==> src/rtl/tone_sequencer.sv <==
// Note sequencer feeding DivideClkMN: turns pitch/octave commands into M/N divider
// settings and gates the divider enable for the note length minus an articulation gap.
//
// state | meaning
// IDLE  | waiting for a note command, inReady high
// PLAY  | sounding (toneEn high for pitched notes), counting down the play time
// GAP   | silent articulation gap at the end of the note, noteDone in its last cycle
module tone_sequencer #(
   parameter int WIDTH       = 24,
   parameter int BEAT_CYCLES = 12_500_000,
   parameter int GAP_CYCLES  = 1_250_000
) (
   input  logic             clkI,
   input  logic             rstN,
   input  logic             inValid,
   output logic             inReady,
   input  logic [3:0]       inPitch,
   input  logic [1:0]       inOct,
   input  logic [3:0]       inDur,
   input  logic             stop,
   output logic             toneEn,
   output logic [WIDTH-1:0] M,
   output logic [WIDTH-1:0] N,
   output logic             busy,
   output logic             noteDone
);

   localparam int CW = $clog2(15 * BEAT_CYCLES + 1);

   typedef enum logic [1:0] {IDLE, PLAY, GAP} state_t;

   state_t           state;
   logic [CW-1:0]    cnt;
   logic [17:0]      base;
   logic [WIDTH-1:0] m_next;
   logic [CW-1:0]    play_len;
   logic             pitched;
   logic             accept;

   // octave-4 divider periods at 50 MHz, C..B
   always_comb begin
      base = '0;
      case (inPitch)
         4'd1:    base = 18'd191110;
         4'd2:    base = 18'd180388;
         4'd3:    base = 18'd170265;
         4'd4:    base = 18'd160705;
         4'd5:    base = 18'd151685;
         4'd6:    base = 18'd143172;
         4'd7:    base = 18'd135139;
         4'd8:    base = 18'd127551;
         4'd9:    base = 18'd120395;
         4'd10:   base = 18'd113636;
         4'd11:   base = 18'd107259;
         4'd12:   base = 18'd101239;
         default: base = '0;
      endcase
   end

   assign pitched  = (inPitch >= 4'd1) && (inPitch <= 4'd12);
   assign m_next   = WIDTH'(base) >> inOct;
   assign play_len = CW'(inDur) * CW'(BEAT_CYCLES) - CW'(GAP_CYCLES);
   assign inReady  = (state == IDLE) && rstN;
   assign accept   = inValid && inReady;

   always_ff @(posedge clkI) begin
      if (!rstN) begin
         state    <= IDLE;
         cnt      <= '0;
         toneEn   <= 1'b0;
         M        <= '0;
         N        <= '0;
         busy     <= 1'b0;
         noteDone <= 1'b0;
      end else begin
         noteDone <= 1'b0;
         case (state)
            IDLE: begin
               if (accept && inDur != 4'd0) begin
                  state  <= PLAY;
                  cnt    <= play_len;
                  busy   <= 1'b1;
                  toneEn <= pitched;
                  if (pitched) begin
                     M <= m_next;
                     N <= (m_next >> 1) + WIDTH'(1);
                  end
               end
            end
            PLAY: begin
               if (stop) begin
                  state  <= IDLE;
                  toneEn <= 1'b0;
                  busy   <= 1'b0;
               end else if (cnt == CW'(1)) begin
                  state    <= GAP;
                  cnt      <= CW'(GAP_CYCLES);
                  toneEn   <= 1'b0;
                  noteDone <= (GAP_CYCLES == 1);
               end else begin
                  cnt <= cnt - CW'(1);
               end
            end
            GAP: begin
               if (stop || cnt == CW'(1)) begin
                  state <= IDLE;
                  busy  <= 1'b0;
               end else begin
                  cnt      <= cnt - CW'(1);
                  // registered pulse lands in the final gap cycle
                  noteDone <= (cnt == CW'(2));
               end
            end
            default: state <= IDLE;
         endcase
      end
   end

endmodule
==> config.mk <==
export PLATFORM = sky130hd
export DESIGN_NAME = tone_sequencer
export DESIGN_NICKNAME = d
export VERILOG_FILES = /design/src/rtl/tone_sequencer.sv
export SDC_FILE = /design/constraint.sdc
export NUM_CORES = 1
export LEC_CHECK = 0
export CORE_ASPECT_RATIO = 0.8
export CORE_MARGIN = 3
export CORE_UTILIZATION = 45
export DETAILED_ROUTE_END_ITERATION = 12
export PLACE_DENSITY = 0.66
export SYNTH_ARGS = -nofsm -noshare
export SYNTH_HDL_FRONTEND = slang
export SYNTH_SLANG_ARGS = --single-unit
==> constraint.sdc <==
create_clock -name clkI -period 6.5 [get_ports clkI]
set_clock_uncertainty 0.1 [all_clocks]
set_input_delay 1.3 -clock clkI [delete_from_list [all_inputs] [get_ports clkI]]
set_output_delay 1.3 -clock clkI [all_outputs]
set_load 0.05 [all_outputs]
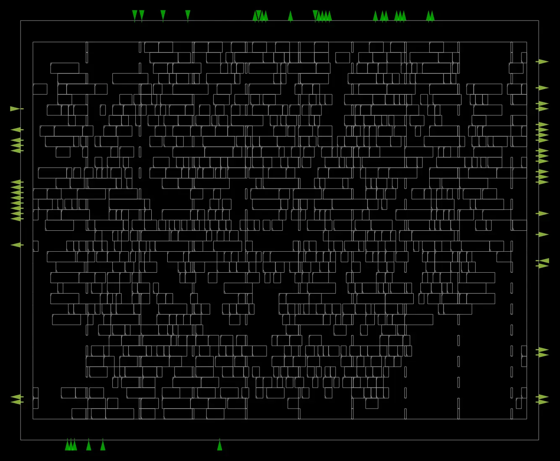
**Above:** run 1 (placement view).
number of filler cells placed in the layout: 1,160
tapcell count: 171

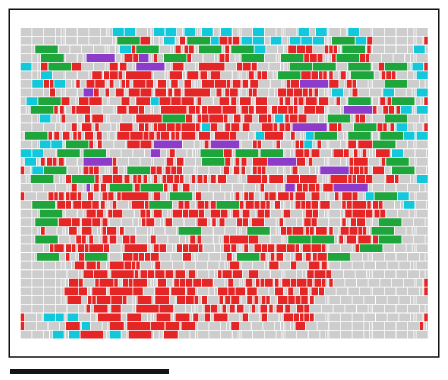
**Above:** run 1 (cells coloured by class).
The bar under the picture is 50 um long. Fill, decap, tap and diode cells in grey.
legend:
  purple:
    class: clock drivers and dummy loads
    cells: 16
    share_of_their_area: 4.9%
  green:
    class: flops
    cells: 69
    share_of_their_area: 21%
  red:
    class: combinational and other logic
    cells: 653
    share_of_their_area: 65%
  cyan:
    class: other buffers and delay cells
    cells: 63
    share_of_their_area: 9.2%

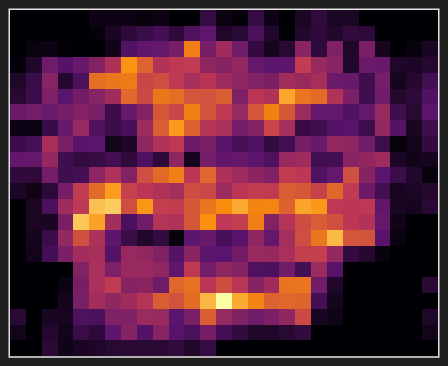
**Above:** run 1 (signal metal coverage by tile).
The die is cut into 27 by 22 equal tiles; black is low, pale yellow is high, scaled to the fullest tile. Values are wire area over tile area, all layers added.
tiles over half the peak: 18%
densest ninth of the die: middle
mean over tiles: 0.19
nearly empty tiles: 17%
number of vias after detailed routing: 5,852
global-route usage over all layers: 23.37%
routed wire length: 17,020 um

==> metrics.yaml, run 1 <==
detailroute.wirelength.met2_um: 6956
crit_slowest_cell: "sky130_fd_sc_hd__fa_1"
clockPowerShare_pct: 26.6
mappedNetlistArea_sq_mm: 0.005959
detailed_place_hpwl_um: 12670
cell_internal_pwr_uw: 1163
worst_setup_path_end_kind: "register"
grt_busiest_layer: "met1"
place_worst_setup_slack_ns: 0.3933
multi_input_logic_cell_count: 623
min_path_type: "register to register"
timing.slew.headroom_pct: 29.66
critPathBufInv: 3
rsz_0062_raised_after_global_routing: "no"
top_area_cell: "sky130_fd_sc_hd__dfxtp_1"
clock_path_buffers: 2
nonClockBufferCount: 63
crit_path_max_fanout: 7
synth.cellmix.simpleShare_pct: 23.77
cells_resized_by_post_cts_repair: 0
met1_usage_in_global_routing_pct: 35.95
die-height_um: 108.9
synthFlopType: "sky130_fd_sc_hd__dfxtp_1"
path_class: "input pin to register"
clkCellAreaFrac_pct: 4.761
final_layout_size_suffix_gt1_share_pct: 7.990
gpl.final_weighted_congestion: 0.8917
report.final.setup_viol: 0
finalClockPeriodUsage_pct: 88.98
place_inst: 956
totalNegativeSetupSlack_ns: 0
critical_path.top_delay_family: "simple AND/OR/NAND/NOR gates"
layout.cells.most_common: "sky130_fd_sc_hd__nor2_1"
initial_utilization_pct: 47.42
detail_route.wl_per_cell_um: 17.51
ys_async_sr_fraction_pct: 0
layout.cells.most_common_list: "sky130_fd_sc_hd__nor2_1 (81), sky130_fd_sc_hd__nand2_1 (75), sky130_fd_sc_hd__dfxtp_1 (69), sky130_fd_sc_hd__a21oi_1 (60), sky130_fd_sc_hd__o21ai_0 (56)"
grt_overflow_total: 0
path_common_cell: "sky130_fd_sc_hd__o211ai_1"
slowest_delay_ns: 0.67
switching_portion_of_total_power_pct: 42.05
inv_count: 30
number_of_global_route_vias_before_repair: 5351
ys_sh_adder_pct: 11.09
combinational_area_sq_mm: 0.004169
drt_iter0_markers: 595
yosys.stat.seqShare_pct: 23.18
synthTopCellsByArea: "sky130_fd_sc_hd__dfxtp_1 (23%), sky130_fd_sc_hd__ha_1 (8.4%), sky130_fd_sc_hd__nor2_1 (5.1%)"
count_of_library_flops_with_an_enable_pin: 0
pg_clk_uw: 533
run_status: "complete, no violations"
seq_cell_power_uw: 518
ir_worst_vdd_uv: 145.0
tightestPinTransition_ns: 1.052
clkbuf_count: 10
comb_pwr_uw: 955
sequential_cell_area_share_pct: 20.29
synth_area_per_cell_sq_um: 7.740
cts_tree: "done"
max_freq_ghz: 0.1729
synth.logic.top_family: "AND-OR/OR-AND gates"
met3_wirelength_um: 1500
fp.coreArea_sq_mm: 0.01257
area_share_nonclk_buffers_pct: 8.897
worst_setup_start_kind: "input pin"
clk_ins_delay_skew_pair_ns: 0.33
mux_share_pct: 6.278
drt-pass1-iter-count: 6
grt_start_max_net_pins: 55
area_growth_syn_to_layout_pct: 14.21
most_common_cell: "sky130_fd_sc_hd__nor2_1"
synth_xor_xnor_area_share_pct: 3.821
top_area_share_pct: 23.18
postLayoutSetupSlackWorst_ns: 0.7163
routedLengthMet1_um: 8411
worst-endpoint-required_ns: 6.66
die_width_um: 134.7
cts_setup_buffers: 0
layout.sequential_cells: 69
drtAntennaViolNets: 0
comb_share_pct: 61.25
p_leak_uw: 0.002681
layout.cells.largest_class: "logic gates"
worst-endpoint-arrival_ns: 5.94
max-cap-violations: 0
yosysCellCount: 770
tritoncts_num_sinks: 69
globalRouteMet3Util_pct: 5.397
viasPerCell: 6.021
tool_warnings: 42
hold_viol_final: 0
[run 1: metrics by stage]
step | area [sq um] | util, % | hold slack, ns | power (uW)
3_3_place_gp | 6482 | 51.58 | 0.3421 | 1437
3_5_place_dp | 6482 | 51.58 | 0.3497 | 1453
6_report | 6807 | 54.16 | 0.3550 | 2007
4_1_cts | 6807 | 54.16 | 0.3603 | 1997
5_1_grt | 6807 | 54.16 | 0.3838 | 2136
2_1_floorplan | 6001 | - | 0.3568 | 1254
[run 1: final timing paths]
check,startpoint,end,slack (ns),cells after the start
max,inDur[3],cnt[25],0.72,14
min,N[2],N[2],0.36,2
max reg2reg,state[0],cnt[23],3.15,8
min reg2reg,N[2],N[2],0.36,2
[run 1: state kept, by name, summed over array words and instances (netlist names)]
name	cells
M	18
N	18
busy	1
cnt	28
noteDone	1
state	2
toneEn	1
==> run 2: changes to the inputs <==
--- a/config.mk
+++ b/config.mk
@@ -9,6 +9,8 @@
 export CORE_MARGIN = 3
 export CORE_UTILIZATION = 45
 export DETAILED_ROUTE_END_ITERATION = 12
+export GPL_TIMING_DRIVEN = 0
+export HOLD_SLACK_MARGIN = 0.12
 export PLACE_DENSITY = 0.66
 export SYNTH_ARGS = -nofsm -noshare
 export SYNTH_HDL_FRONTEND = slang
==> run 2 against run 1 <==
Net effect:
- die size unchanged
- cell count increased by 4.8%
- sequential cell count unchanged
- utilization increased by 2.0 points
- design area increased by 3.7%
- sequential share of layout area decreased by 0.72 points
- sequential power about the same
==> metrics.yaml, run 2 <==
globalRouteMet3Util_pct: 6.181  # was 5.397%
p_leak_uw: 0.002814  # was 0.002681 uW
reg2reg_slack_ns: 3.17  # was 3.15 ns
ys_async_sr_fraction_pct: 0  # unchanged
routedLengthMet1_um: 8970  # was 8411 um
yosysCellCount: 770  # unchanged
synth.logic.top_family: "AND-OR/OR-AND gates"  # unchanged
tool_warnings: 42  # unchanged
grt.total_usage_pct: 25.28  # was 23.37%
drt-pass1-iter-count: 5  # was 6
crit_slowest_cell: "sky130_fd_sc_hd__fa_1"  # unchanged
final_layout_size_suffix_gt1_share_pct: 9.552  # was 7.990%
r2r-start: "state[1]"  # was state[0]
reg2reg_to: "cnt[27]"  # was cnt[23]
drt_iter0_markers: 604  # was 595
grt_busiest_layer: "met1"  # unchanged
critical_path.top_delay_family: "adder cells"  # was simple AND/OR/NAND/NOR gates
worst_setup_path_endpoint: "cnt[25]"  # unchanged
top_area_share_pct: 23.18  # unchanged
clk_ins_delay_skew_pair_ns: 0.34  # was 0.33 ns
report.final.setup_viol: 0  # unchanged
synth_area_per_cell_sq_um: 7.740  # unchanged
gpl.final_weighted_congestion: 1.006  # was 0.8917
mux_share_pct: 6.278  # unchanged
number_of_global_route_vias_before_repair: 5634  # was 5,351
place_worst_setup_slack_ns: 0.04297  # was 0.3933 ns
synthTopCellsByArea: "sky130_fd_sc_hd__dfxtp_1 (23%), sky130_fd_sc_hd__ha_1 (8.4%), sky130_fd_sc_hd__nor2_1 (5.1%)"  # unchanged
r2r_cells: 11  # was 8
die_width_um: 134.7  # unchanged
detailroute.wirelength.met2_um: 7415  # was 6956 um
postLayoutSetupSlackWorst_ns: 0.3610  # was 0.7163 ns
detail_route.wl_per_cell_um: 17.99  # was 17.51 um
min_path_type: "register to register"  # unchanged
place_inst: 1003  # was 956
clock_path_buffers: 2  # unchanged
reg_top3: "cnt: 28 flops, M: 18 flops, N: 18 flops"  # unchanged
cts_tree: "done"  # unchanged
ir_worst_vdd_uv: 164.3  # was 145.0 uV
rsz_0062_raised_after_global_routing: "no"  # unchanged
top_area_cell: "sky130_fd_sc_hd__dfxtp_1"  # unchanged
path_depth: 14  # unchanged
hp-start: "N[16]"  # was N[2]
layout.cells.most_common: "sky130_fd_sc_hd__nor2_1"  # unchanged
place_area_sq_mm: 0.006725  # was 0.006482 sq mm
worst-endpoint-arrival_ns: 6.29  # was 5.94 ns
worstHoldEndpoint: "N[16]"  # was N[2]
slowest_delay_ns: 0.76  # was 0.67 ns
met3_wirelength_um: 1634  # was 1500 um
cell_internal_pwr_uw: 1192  # was 1163 uW
cells_resized_by_post_cts_repair: 0  # unchanged
synth.cellmix.simpleShare_pct: 23.77  # unchanged
path_class: "input pin to register"  # unchanged
area_growth_syn_to_layout_pct: 18.41  # was 14.21%
crit_path_max_fanout: 10  # was 7
die-height_um: 108.9  # unchanged
grt_overflow_total: 0  # unchanged
max_freq_ghz: 0.1629  # was 0.1729 GHz
clockPowerShare_pct: 26.6  # about the same
timing.critical_path.from: "inDur[2]"  # was inDur[3]
switching_portion_of_total_power_pct: 42.07  # was 42.05%
holdWs_ns: 0.3580  # was 0.3550 ns
mappedNetlistArea_sq_mm: 0.005959  # unchanged
viasPerCell: 5.993  # was 6.021
path_common_cell: "sky130_fd_sc_hd__o211ai_1"  # unchanged
largest_reg_flops: 28  # unchanged
synth_xor_xnor_area_share_pct: 3.821  # unchanged
critPathBufInv: 3  # unchanged
tritoncts_num_sinks: 69  # unchanged
drtAntennaViolNets: 0  # unchanged
finalPower_uw: 2057  # was 2007 uW
finalClockPeriodUsage_pct: 94.45  # was 88.98%
hold_viol_final: 0  # unchanged
cts_root_buf: "sky130_fd_sc_hd__clkbuf_16"  # unchanged
worst_setup_start_kind: "input pin"  # unchanged
min_path_cells: 2  # unchanged
run_status: "complete, no violations"  # unchanged
layout.cells.most_common_list: "sky130_fd_sc_hd__nor2_1 (81), sky130_fd_sc_hd__nand2_1 (75), sky130_fd_sc_hd__dfxtp_1 (69), sky130_fd_sc_hd__a21oi_1 (60), sky130_fd_sc_hd__o21ai_0 (56)"  # unchanged
detailed_place_hpwl_um: 14390  # was 12,670 um
worst_setup_path_end_kind: "register"  # unchanged
initial_utilization_pct: 47.42  # unchanged
worst-endpoint-required_ns: 6.65  # was 6.66 ns
ys_sh_adder_pct: 11.09  # unchanged
synthFlopType: "sky130_fd_sc_hd__dfxtp_1"  # unchanged
cts_setup_buffers: 0  # unchanged
max-cap-violations: 0  # unchanged
grt_start_max_net_pins: 15  # was 55
yosys.stat.seqShare_pct: 23.18  # unchanged
count_of_library_flops_with_an_enable_pin: 0  # unchanged
fin_area_sq_mm: 0.007057  # was 0.006807 sq mm
totalNegativeSetupSlack_ns: 0  # unchanged
run 2: cell counts after synthesis:
No cell type changed its count.
run 2: kinds of logic after synthesis:
family,Yosys count
other cells,1
xor+xnor,26
simple gates,285
mux,30
buf+inv,89
fa+ha+maj,48
flops,69
compound gates,222
run 2: final cells by class:
cell class | instances | area (sq um)
multi-input combinational | 623 | 4161
clock inverter | 7 | 106.4
clock buffer | 9 | 225.2
inverter | 30 | 112.6
tap | 171 | 214.0
buffer | 59 | 345.3
timing repair buffer | 51 | 510.5
sequential | 69 | 1381
fill | 1200 | 5510
run 2: power groups by stage:
stage	Sequential [uW]	Clock, uW	Combinational, uW
floorplan	571	0	683
global placement	524	0	952
detailed placement	526	0	971
CTS	517	554	976
global route	526	571	1090
finish	519	547	991
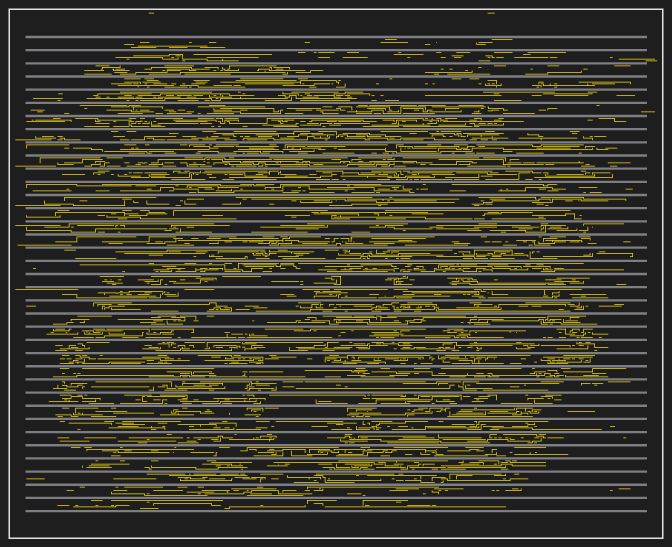
**Above:** run 2 (metal 1).
Supply wires on this layer in grey.
nets with wire on the layer: 834
longest straight run: 58.9 um
routed wire length: 18,330 um
met1 usage in global routing: 37.24%
number of vias after detailed routing: 6,107

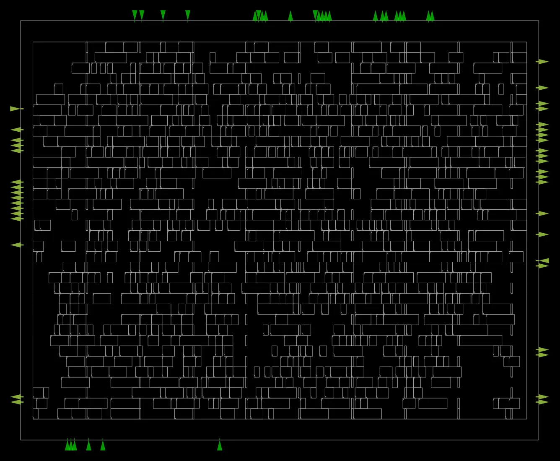
**Above:** run 2 (placement view).
Layout Utilization: 56.15%
core area: 0.01257 sq mm
Site Rows: 36
Cell Count, Final, Fillers Out: 1,019
Seq cells: 69

Power figures rest on the tool's default switching activity, not on a simulated workload.
